==> run_1/pins.png <==
Pins as bars across the die edge, other pins in grey.
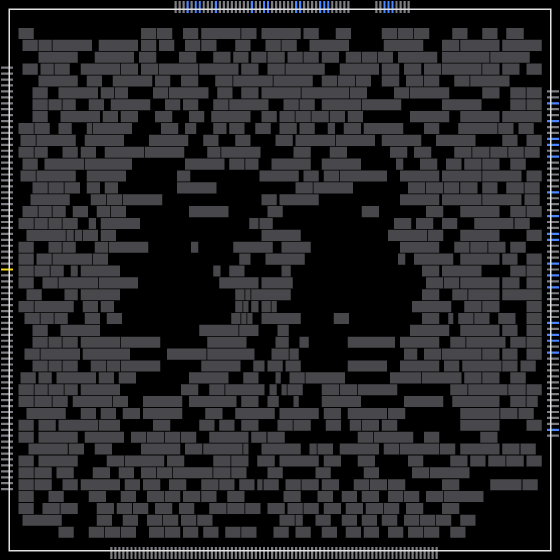
==> run_1/registers.png <==
Bar = 20 um. Other sequential cells in the stronger grey, the rest of the logic in the fainter grey.
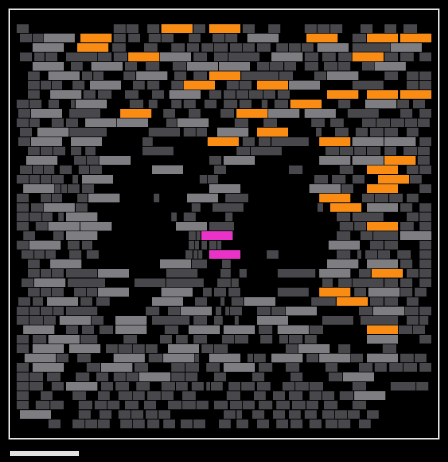
==> run_1/final_clocks.png <==
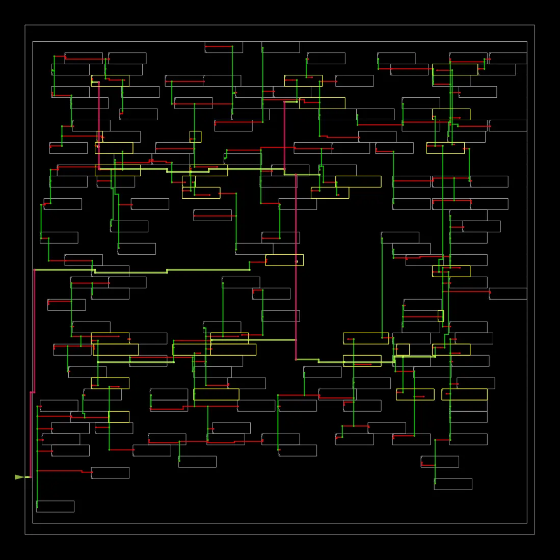
--- config.mk ---
export PLATFORM = sky130hd
export DESIGN_NAME = mem_arbiter
export DESIGN_NICKNAME = d
export VERILOG_FILES = /design/src/rtl/mem_arbiter.sv
export SDC_FILE = /design/constraint.sdc
export NUM_CORES = 1
export LEC_CHECK = 0
export CORE_MARGIN = 1.5
export CORE_UTILIZATION = 37
export DETAILED_ROUTE_END_ITERATION = 12
export GPL_ROUTABILITY_DRIVEN = 0
export GPL_TIMING_DRIVEN = 0
export PLACE_DENSITY = 0.81
export SLEW_MARGIN = 10
export SYNTH_ARGS = -nofsm -noshare
export SYNTH_HDL_FRONTEND = slang
export SYNTH_SLANG_ARGS = --single-unit
--- constraint.sdc ---
create_clock -name clk -period 5.75 [get_ports clk]
set_input_delay 1.4375 -clock clk [delete_from_list [all_inputs] [get_ports clk]]
set_output_delay 1.4375 -clock clk [all_outputs]
set_load 0.1 [all_outputs]
--- src/rtl/mem_arbiter.sv ---
// mem_arbiter: shares one single-port synchronous RAM between the instruction
// fetch port and the data (load/store) port. One access is in flight at a time.
// Each access is sequenced for a fixed RAM latency. Completion is signalled by
// a one-cycle valid pulse. stall_o holds the pipeline while a request is open.
// Optional feature: define ARB_RR_EN to make the arbiter alternate grants on
// simultaneous requests. Without it, the data port always wins a tie.
module mem_arbiter #(
   parameter int ADDR_W  = 32,
   parameter int DATA_W  = 32,
   parameter int LATENCY = 2
) (
   input  logic              clk,
   input  logic              rst,
   input  logic              if_req_i,
   input  logic [ADDR_W-1:0] if_addr_i,
   output logic              if_valid_o,
   output logic [DATA_W-1:0] if_rdata_o,
   input  logic              d_ce_i,
   input  logic              d_we_i,
   input  logic [ADDR_W-1:0] d_addr_i,
   input  logic [DATA_W-1:0] d_wdata_i,
   output logic              d_valid_o,
   output logic [DATA_W-1:0] d_rdata_o,
   output logic              stall_o,
   output logic              ram_ce_o,
   output logic              ram_we_o,
   output logic [ADDR_W-1:0] ram_addr_o,
   output logic [DATA_W-1:0] ram_wdata_o,
   input  logic [DATA_W-1:0] ram_rdata_i
);

   localparam int CNT_W = $clog2(LATENCY + 1);
   localparam logic [CNT_W-1:0] CNT_LAST = CNT_W'(LATENCY - 1);

   typedef enum logic [1:0] {IDLE, ACCESS, RESP} state_t;

   state_t              state_q, state_d;
   logic [CNT_W-1:0]    cnt_q, cnt_d;
   logic                gnt_q, gnt_d;
   logic [ADDR_W-1:0]   addr_q, addr_d;
   logic                we_q, we_d;
   logic [DATA_W-1:0]   wdata_q, wdata_d;
   logic [DATA_W-1:0]   if_rdata_q, if_rdata_d;
   logic [DATA_W-1:0]   d_rdata_q, d_rdata_d;
   logic                sel_data;
`ifdef ARB_RR_EN
   logic                last_gnt_q, last_gnt_d;
`endif

   // Pick the winner of the next grant: data first, or alternating on a tie.
   always_comb begin
      sel_data = d_ce_i;
`ifdef ARB_RR_EN
      if (d_ce_i && if_req_i) begin
         sel_data = ~last_gnt_q;
      end
`endif
   end

   // Next-state logic: grant in IDLE, count out the latency in ACCESS, pulse in RESP.
   always_comb begin
      state_d    = state_q;
      cnt_d      = cnt_q;
      gnt_d      = gnt_q;
      addr_d     = addr_q;
      we_d       = we_q;
      wdata_d    = wdata_q;
      if_rdata_d = if_rdata_q;
      d_rdata_d  = d_rdata_q;
`ifdef ARB_RR_EN
      last_gnt_d = last_gnt_q;
`endif
      case (state_q)
         IDLE: begin
            if (d_ce_i || if_req_i) begin
               gnt_d   = sel_data;
               addr_d  = sel_data ? d_addr_i : if_addr_i;
               we_d    = sel_data & d_we_i;
               wdata_d = sel_data ? d_wdata_i : '0;
               cnt_d   = '0;
               state_d = ACCESS;
`ifdef ARB_RR_EN
               last_gnt_d = sel_data;
`endif
            end
         end
         ACCESS: begin
            cnt_d = cnt_q + CNT_W'(1);
            if (cnt_q == CNT_LAST) begin
               state_d = RESP;
               if (!gnt_q) begin
                  if_rdata_d = ram_rdata_i;
               end else if (!we_q) begin
                  d_rdata_d = ram_rdata_i;
               end
            end
         end
         RESP: begin
            state_d = IDLE;
         end
         default: begin
            state_d = IDLE;
         end
      endcase
   end

   // State and datapath registers; reset aborts any access in flight.
   always_ff @(posedge clk or posedge rst) begin
      if (rst) begin
         state_q    <= IDLE;
         cnt_q      <= '0;
         gnt_q      <= 1'b0;
         addr_q     <= '0;
         we_q       <= 1'b0;
         wdata_q    <= '0;
         if_rdata_q <= '0;
         d_rdata_q  <= '0;
`ifdef ARB_RR_EN
         last_gnt_q <= 1'b0;
`endif
      end else begin
         state_q    <= state_d;
         cnt_q      <= cnt_d;
         gnt_q      <= gnt_d;
         addr_q     <= addr_d;
         we_q       <= we_d;
         wdata_q    <= wdata_d;
         if_rdata_q <= if_rdata_d;
         d_rdata_q  <= d_rdata_d;
`ifdef ARB_RR_EN
         last_gnt_q <= last_gnt_d;
`endif
      end
   end

   assign ram_ce_o    = (state_q == ACCESS);
   assign ram_we_o    = (state_q == ACCESS) & we_q;
   assign ram_addr_o  = addr_q;
   assign ram_wdata_o = wdata_q;
   assign if_valid_o  = (state_q == RESP) & ~gnt_q;
   assign d_valid_o   = (state_q == RESP) & gnt_q;
   assign if_rdata_o  = if_rdata_q;
   assign d_rdata_o   = d_rdata_q;
   assign stall_o     = ~rst & ((d_ce_i & ~d_valid_o) | (if_req_i & ~if_valid_o));

endmodule

==> flow_summary.yaml, run 1 <==
# generated from flow reports
status:
  status: "complete, no violations"
final_layout:
  final.fill_count: 1030
  layout_top_cells: "264 x sky130_fd_sc_hd__clkdlybuf4s50_1, 134 x sky130_fd_sc_hd__dfrtp_1, 120 x sky130_fd_sc_hd__mux2_2, 33 x sky130_fd_sc_hd__a22o_1, 17 x sky130_fd_sc_hd__clkbuf_16"
setup_path:
  cp_max_fo: 34
  critPathMostFrequentCell: "sky130_fd_sc_hd__clkdlybuf4s50_1"
  critical_path_launch_point_type: "primary input"
  cp_data_arrival_time_ps: 4080
  critical_path_sink_type: "output port"
  cp-startpoint: "rst"
  slowest_stage: "sky130_fd_sc_hd__clkdlybuf4s50_1"
timing:
  slew_violations: 0
  hold-worst-slack_ps: 491
  fmax_mhz: 181
  fin_crit_sh_pct: 95.9
  rsz0062_at_grt: "no"
logic_synthesis:
  synth.yosys.seq_area_share_pct: 62.2
  ys_async_sr_fraction_pct: 100
  synth.area.top_cells: "sky130_fd_sc_hd__dfrtp_1 62%, sky130_fd_sc_hd__mux2_2 25%, sky130_fd_sc_hd__a22o_1 5.4%, sky130_fd_sc_hd__mux2_1 1.7%, sky130_fd_sc_hd__buf_2 1.0%"
  cell_count_in_the_yosys_report: 341
  synthesis.instances: 341
  ys_dominant_reg_cell: "sky130_fd_sc_hd__dfrtp_1"
placed_design:
  cell_area_placed_sq_um: 8320
  placedCellCount: 788
clock_tree:
  clk_transition_reported_paths_ps: 60
  cts.path.max_buffers: 2
  post_cts_hold_buffer_count: 0
  tritoncts_clock_tree: "done"
worst_hold_path:
  min_from: "d_rdata_o[2]"
floorplan:
  die_area_sq_um: 15300
  fp-utilization_pct: 38.4
  design.portCount: 266
global_route:
  grt_start_max_net_pins: 39
  busiest_layer: "met2"
  grt.met1_usage_pct: 20.9
  met2_usage_pct: 33.1
route:
  wl_per_cell_um: 17.7
Back to the opening pictures, pins.png:
colour	port	pins	direction	edge
yellow	ram_ce_o	1	output	west
blue	ram_rdata_i	32	input	17 east, 15 north
all pins by edge	82 south, 72 west, 59 east, 53 north
Die Span Y: 124 um
horizontal extent of the die: 124 um
I/O Buffers: 264

Back to the opening pictures, registers.png:
colour	signal	flops
orange	if_rdata_o	32
magenta	state_q	2

Back to the opening pictures, final_clocks.png:
number of clock buffers in the layout: 20
sinks on the clock net: 134
Late-Pin Clk Latency: 410 ps
number of buffers added by the clock tree synthesis step: 17

==> run 1: per-layer routing <==
layer / wire [um] / up-vias
met2: 7280 / 165
met3: 1150 / 27
li1: - / 1816
met1: 5680 / 2000
met5: 0 / -
met4: 372 / 0
==> run 1: logic make-up after synthesis <==
family / after synthesis / share of synthesized area [%]
DFF: 134 / 62.2
buffers and inverters: 25 / 2.62
adders and majority gates: 1 / 0.232
AOI/OAI and AO/OA: 40 / 6.22
and+or+nand+nor: 13 / 2.00
muxes: 128 / 26.7
==> run 1: cell type report <==
class                   count  area, sq um  area share, %
repair buffers            267         2700           29.8
clock buffers              20          447           4.93
plain buffers              19          119           1.31
clock inverters            12          295           3.26
multi-input cells         182         1900           20.9
well taps                 180          225           2.48
inverters                   6         26.3          0.290
flip-flops and latches    134         3350           37.0
==> run 1: registers in the layout, summed over array words and instances, names as in the netlist <==
name	cells
d_rdata_o	32
if_rdata_o	32
ram_addr_o	32
ram_wdata_o	32
cnt_q	2
state_q	2
gnt_q	1
we_q	1
==> run 1: final timing paths <==
path / cells past startpoint / endpoint
max in group asynchronous: 4 / d_rdata_o[0]
hold reg to reg: 1 / d_rdata_o[2]
hold / removal: 1 / d_rdata_o[2]
setup / recovery: 5 / stall_o
setup reg to reg: 6 / if_rdata_o[24]
min in group asynchronous: 2 / d_rdata_o[24]
==> run_1/metal_stack.png <==
Two of the layers only.
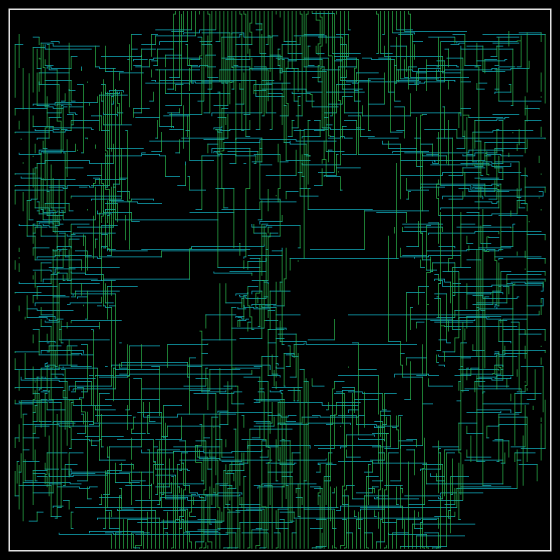

## Run 2: what changed since run 1
GPL_TIMING_DRIVEN = unset   (was 0)
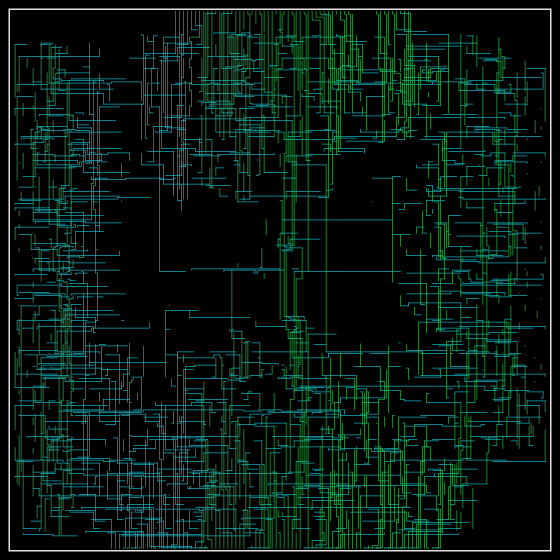
(run_2/metal_stack.png)
Two of the layers only.
colour	layer	wire length
cyan	met1	5470 um
green	met2	7100 um
average routed wire per standard cell: 17.5 um
Post-Route WL: 14.1 mm
total routing resource utilization after global routing: 18.8%
overall via count from detail_route: 3915

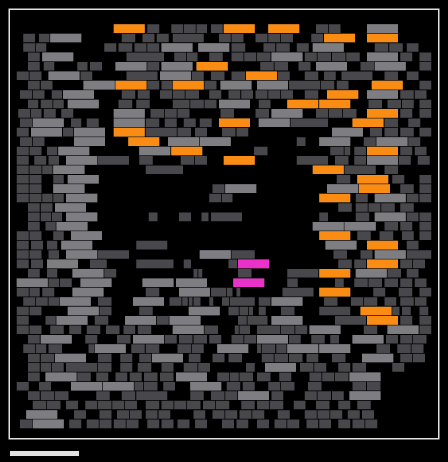
(run_2/registers.png)
Bar = 20 um. Other sequential cells in the stronger grey, the rest of the logic in the fainter grey.
colour	signal	flops
magenta	state_q	2
orange	if_rdata_o	32
not coloured	100
final design utilization: 63.1%
register area: 3350 sq um

==> run 2 against run 1 <==
Against the previous run:
- cell area shrank 2.2%
- cell count shrank 2.0%
- critical path depth is the same
- clock-buffer cell count shrank 1
- register-to-register slack lost 610 ps
- maximum frequency grew 34%
- non-clock buffer count shrank 15
- die size is the same
- via count shrank 2.3%
==> flow_summary.yaml, run 2 <==
# generated from flow reports
setup_path:
  cp_max_fo: 3
  critical_path_launch_point_type: "primary input"
  cp_data_arrival_time_ps: 2680
  critical_path_sink_type: "output port"
placed_design:
  io_buffer_count: 265
  placedCellCount: 773
  cell_area_placed_sq_um: 8230
final_layout:
  layout_top_cells: "264 x sky130_fd_sc_hd__clkdlybuf4s50_1, 134 x sky130_fd_sc_hd__dfrtp_1, 120 x sky130_fd_sc_hd__mux2_2, 33 x sky130_fd_sc_hd__a22o_1, 17 x sky130_fd_sc_hd__clkbuf_16"
  final.fill_count: 1038
  final_layout_size_suffix_gt1_share_pct: 26.4
  multiInputGateArea_sq_um: 1920
logic_synthesis:
  ys_async_sr_fraction_pct: 100
  synth.area.top_cells: "sky130_fd_sc_hd__dfrtp_1 62%, sky130_fd_sc_hd__mux2_2 25%, sky130_fd_sc_hd__a22o_1 5.4%, sky130_fd_sc_hd__mux2_1 1.7%, sky130_fd_sc_hd__buf_2 1.0%"
  synthesis.instances: 341
  ys_dominant_reg_cell: "sky130_fd_sc_hd__dfrtp_1"
  synth.yosys.seq_area_share_pct: 62.2
  cell_count_in_the_yosys_report: 341
floorplan:
  die_area_sq_um: 15300
  die_w_um: 124
  die_height_um: 124
  fp-utilization_pct: 38.4
clock_tree:
  cts.sinks: 134
  tritoncts_clock_tree: "done"
  post_cts_hold_buffer_count: 0
  post-cts-setup-buffer-count: 0
  cts.path.max_buffers: 2
  worst_skew_pair.late_latency_ps: 410
  cts_buffers: 17
  clk_root_buffer_cell: "sky130_fd_sc_hd__clkbuf_16"
  clk_transition_reported_paths_ps: 50
route:
  top_signal_layer_used: "met4"
  wl_met2_mm: 7.10
  wl_met3_mm: 1.03
  m1WireLength_mm: 5.47
global_route:
  grt_antenna_before_repair: 0
  met2_usage_pct: 32.4
  grt.met1_usage_pct: 20.5
  grt_pass1_wl_mm: 21.4
  busiest_layer: "met2"
  grt_start_max_net_pins: 69
timing:
  final_period_minus_worst_setup_slack_ps: 4120
  hold-worst-slack_ps: 483
  fmax_mhz: 243
  fin_crit_sh_pct: 71.7
  rsz0062_at_grt: "no"
  slew_violations: 0
status:
  status: "complete, no violations"
==> run 2: worst paths after layout <==
| path | startpoint | endpoint | slack [ps] | cells after the start |
|---|---|---|---|---|
| worst max register to register | cnt_q[1] | d_rdata_o[19] | 3330 | 6 |
| min in group asynchronous | rst | d_rdata_o[23] | 1650 | 3 |
| worst min-delay path | d_rdata_o[15] | d_rdata_o[15] | 480 | 1 |
| worst max-delay path | d_ce_i | stall_o | 1630 | 5 |
| max in group asynchronous | rst | ram_wdata_o[7] | 2710 | 4 |
| worst min register to register | d_rdata_o[15] | d_rdata_o[15] | 480 | 1 |
==> run 2: cell families (layout without fill, tap and decap cells) <==
| kind of cell | Yosys count | in the layout | synth area share, % |
|---|---|---|---|
| AND/OR/NAND/NOR | 13 | 13 | 2.00 |
| buffers and inverters | 25 | 308 | 2.62 |
| multiplexers | 128 | 128 | 26.7 |
| AND-OR/OR-AND | 40 | 40 | 6.22 |
| adder cells (fa/ha/maj) | 1 | 1 | 0.232 |
| flip-flops | 134 | 134 | 62.2 |
==> run 2: critical path: stages <==
cell,delay (ps)
sky130_fd_sc_hd__clkdlybuf4s50_1,510
sky130_fd_sc_hd__inv_1,120
sky130_fd_sc_hd__o22ai_1,210
sky130_fd_sc_hd__and2_1,220
sky130_fd_sc_hd__buf_12,190
==> run 2: cell type report <==
type / count / area share (%)
inverter: 6 / 0.296
sequential: 134 / 37.8
timing repair buffer: 271 / 30.6
tap: 180 / 2.54
multi-input combinational: 182 / 21.7
clock inverter: 12 / 2.00
clock buffer: 19 / 5.11
==> run_2/pins.png <==
Pins as bars across the die edge, other pins in grey.
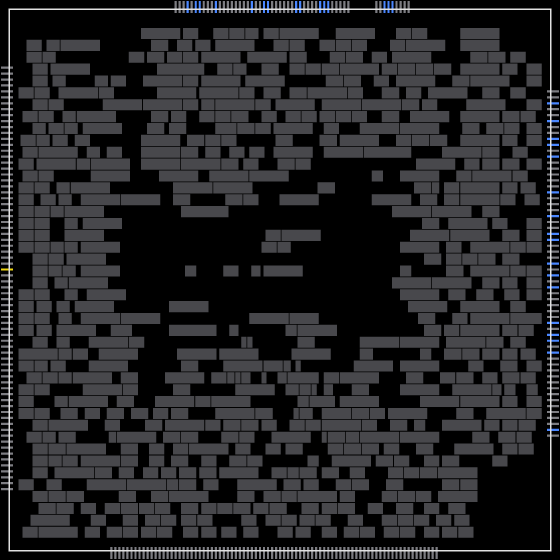

## Run 3: what changed since run 2
clock period = 3.3 ns   (was 5.75 ns; I/O delays follow)
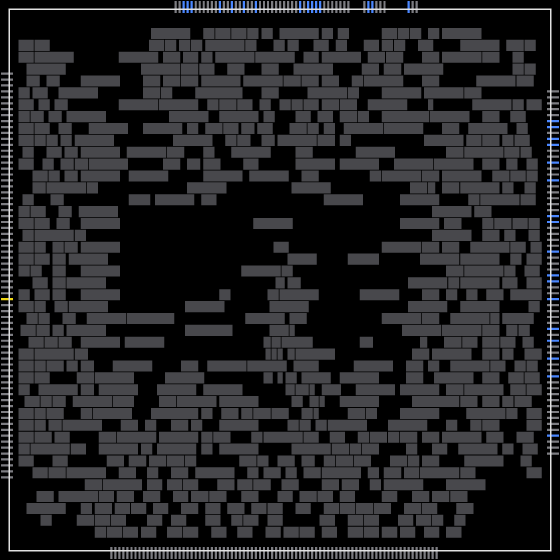
(run_3/pins.png)
Pins as bars across the die edge, other pins in grey.
colour	port	pins	direction	edge
blue	ram_rdata_i	32	input	17 east, 15 north
yellow	ram_ce_o	1	output	west
I/O Buffers: 265

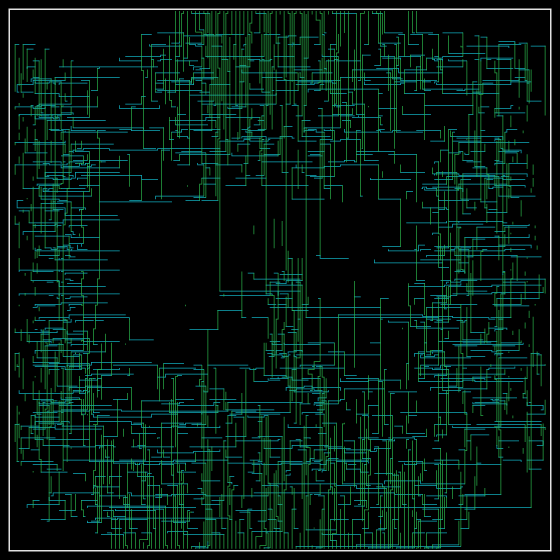
(run_3/metal_stack.png)
Two of the layers only.
overall via count from detail_route: 3886
total routing resource utilization after global routing: 18.0%

==> run 3 against run 2 <==
Against the previous run:
- critical path depth did not move
- clock skew fell by 1.2 ps
- core utilization fell by 1.8 points
- critical path type unchanged
- critical endpoint unchanged
- highest routed layer unchanged
==> flow_summary.yaml, run 3 <==
# generated from flow reports
status:
  status: "complete, no violations"
logic_synthesis:
  synth.yosys.seq_area_share_pct: 62.2
  synthesis.instances: 341
  xor_share_pct: 0
  synth.area.top_cells: "sky130_fd_sc_hd__dfrtp_1 62%, sky130_fd_sc_hd__mux2_2 25%, sky130_fd_sc_hd__a22o_1 5.4%, sky130_fd_sc_hd__mux2_1 1.7%, sky130_fd_sc_hd__buf_2 1.0%"
  cell_count_in_the_yosys_report: 341
  yosys.area_share.aoi_pct: 6.22
  ys_async_sr_fraction_pct: 100
  ys.flops: 134
  synth.cellmix.adderShare_pct: 0.232
  mux_share_pct: 26.7
  ys_dominant_reg_cell: "sky130_fd_sc_hd__dfrtp_1"
  yosys.cell_count.top_type: "sky130_fd_sc_hd__dfrtp_1"
  synth_area_per_cell_sq_um: 15.8
  synthTopLogicFamily: "multiplexers"
  area_share_of_the_largest_cell_type_after_synthesis_pct: 62.2
  synth.cells.most_frequent: "134 x sky130_fd_sc_hd__dfrtp_1, 120 x sky130_fd_sc_hd__mux2_2, 33 x sky130_fd_sc_hd__a22o_1, 11 x sky130_fd_sc_hd__buf_2, 8 x sky130_fd_sc_hd__mux2_1"
  simple_gate_share_pct: 2.00
placed_design:
  placedCellCount: 773
  cell_area_placed_sq_um: 7930
global_route:
  grt_pass1_vias: 4103
  grt_antenna_before_repair: 0
  grt_start_max_net_pins: 135
  grt_pass1_wl_mm: 20.5
setup_path:
  cp_num_buf_inv: 3
  reg2reg_slack_ps: 1140
  slowest_stage: "sky130_fd_sc_hd__clkdlybuf4s50_1"
  critical_path.top_delay_family: "buffers and inverters"
  path_cells: "clkdlybuf4s50_1 > inv_1 > o22ai_1 > and2_1 > buf_12"
  critical_path_sink_type: "output port"
  cp_max_fo: 3
  r2r-start: "cnt_q[1]"
  cp_data_arrival_time_ps: 2110
  critical_path_launch_point_type: "primary input"
  critical_path.max_stage_delay_ps: 510
  ff_to_ff_end: "d_rdata_o[11]"
  worstRegToRegCells: 6
route:
  wl_mm: 13.7
  firstDrtPassIters: 4
  wl_per_cell_um: 17.1
  detailedRoute.firstIterationViolations: 113
clock_tree:
  post_cts_hold_buffer_count: 0
  tritoncts_clock_tree: "done"
  clk_transition_reported_paths_ps: 60
  clk_root_buffer_cell: "sky130_fd_sc_hd__clkbuf_16"
  cts_buffers: 17
  ctsResizeCount: 0
  cts.sinks: 134
  post-cts-setup-buffer-count: 0
  worst_skew_pair.late_latency_ps: 410
  cts.path.max_buffers: 2
floorplan:
  design.portCount: 266
  num_rows: 43
  fp-utilization_pct: 38.4
  die_height_um: 124
  die_area_sq_um: 15300
  die_w_um: 124
timing:
  rsz0062_at_grt: "no"
  slew_headroom_pct: 35.5
  slew_violations: 0
  hold-worst-slack_ps: 494
  fmax_mhz: 341
  fin_crit_sh_pct: 88.9
  postLayoutSetupSlackWorst_ps: 365
  final_period_minus_worst_setup_slack_ps: 2940
final_layout:
  n_antenna_cell: 0
  layout_top_cells: "136 x sky130_fd_sc_hd__buf_4, 134 x sky130_fd_sc_hd__dfrtp_1, 132 x sky130_fd_sc_hd__clkdlybuf4s50_1, 120 x sky130_fd_sc_hd__mux2_2, 33 x sky130_fd_sc_hd__a22o_1"
  syn2layout_area_growth_pct: 59.7
  final_core_utilization_pct: 61.3
  final_layout_size_suffix_gt1_share_pct: 47.7
worst_hold_path:
  worstHoldPathCells: 1
  min_to: "ram_addr_o[0]"
  min_from: "ram_addr_o[0]"
  hp-class: "reg -> reg"
run 3: cell count changes in the layout (fill, tap and decap cells not counted):
cell                              previous run  this run
sky130_fd_sc_hd__clkinvlp_4                  5         3
sky130_fd_sc_hd__clkbuf_1                    0         1
sky130_fd_sc_hd__inv_6                       0         1
sky130_fd_sc_hd__nor3b_2                     0         1
sky130_fd_sc_hd__clkdlybuf4s50_1           264       132
sky130_fd_sc_hd__nor3b_1                     1         0
sky130_fd_sc_hd__bufinv_16                   4         6
sky130_fd_sc_hd__buf_12                      1         3
sky130_fd_sc_hd__clkinv_4                    2         1
sky130_fd_sc_hd__buf_4                       6       136
run 3: layer usage:
metal / vias to the layer above / GRT usage (%) / share of wire [%]
met5: - / 0 / 0
met2: 179 / 30.8 / 51
met1: 1896 / 20.5 / 39
met3: 30 / 5.31 / 7.1
met4: 0 / 9.27 / 2.8
li1: 1781 / - / -
run 3: worst max path at each step:
stage                     startpoint  endpoint  slack (ps)  cells after the start
after detailed placement    if_req_i   stall_o         360                      5
after floorplan                  rst   stall_o       -1070                      2
after global placement      if_req_i   stall_o         380                      5
after CTS                   if_req_i   stall_o         360                      5
after global routing        if_req_i   stall_o         310                      5
final                         d_ce_i   stall_o         360                      5
run 3: final cells by class:
type	instances	area, sq um
Fill cell	1078	5430
Sequential cell	134	3350
Timing Repair Buffer	271	2400
Multi-Input combinational cell	182	1920
Clock buffer	20	457
Tap cell	180	225
Clock inverter	12	223
Inverter	6	26.3
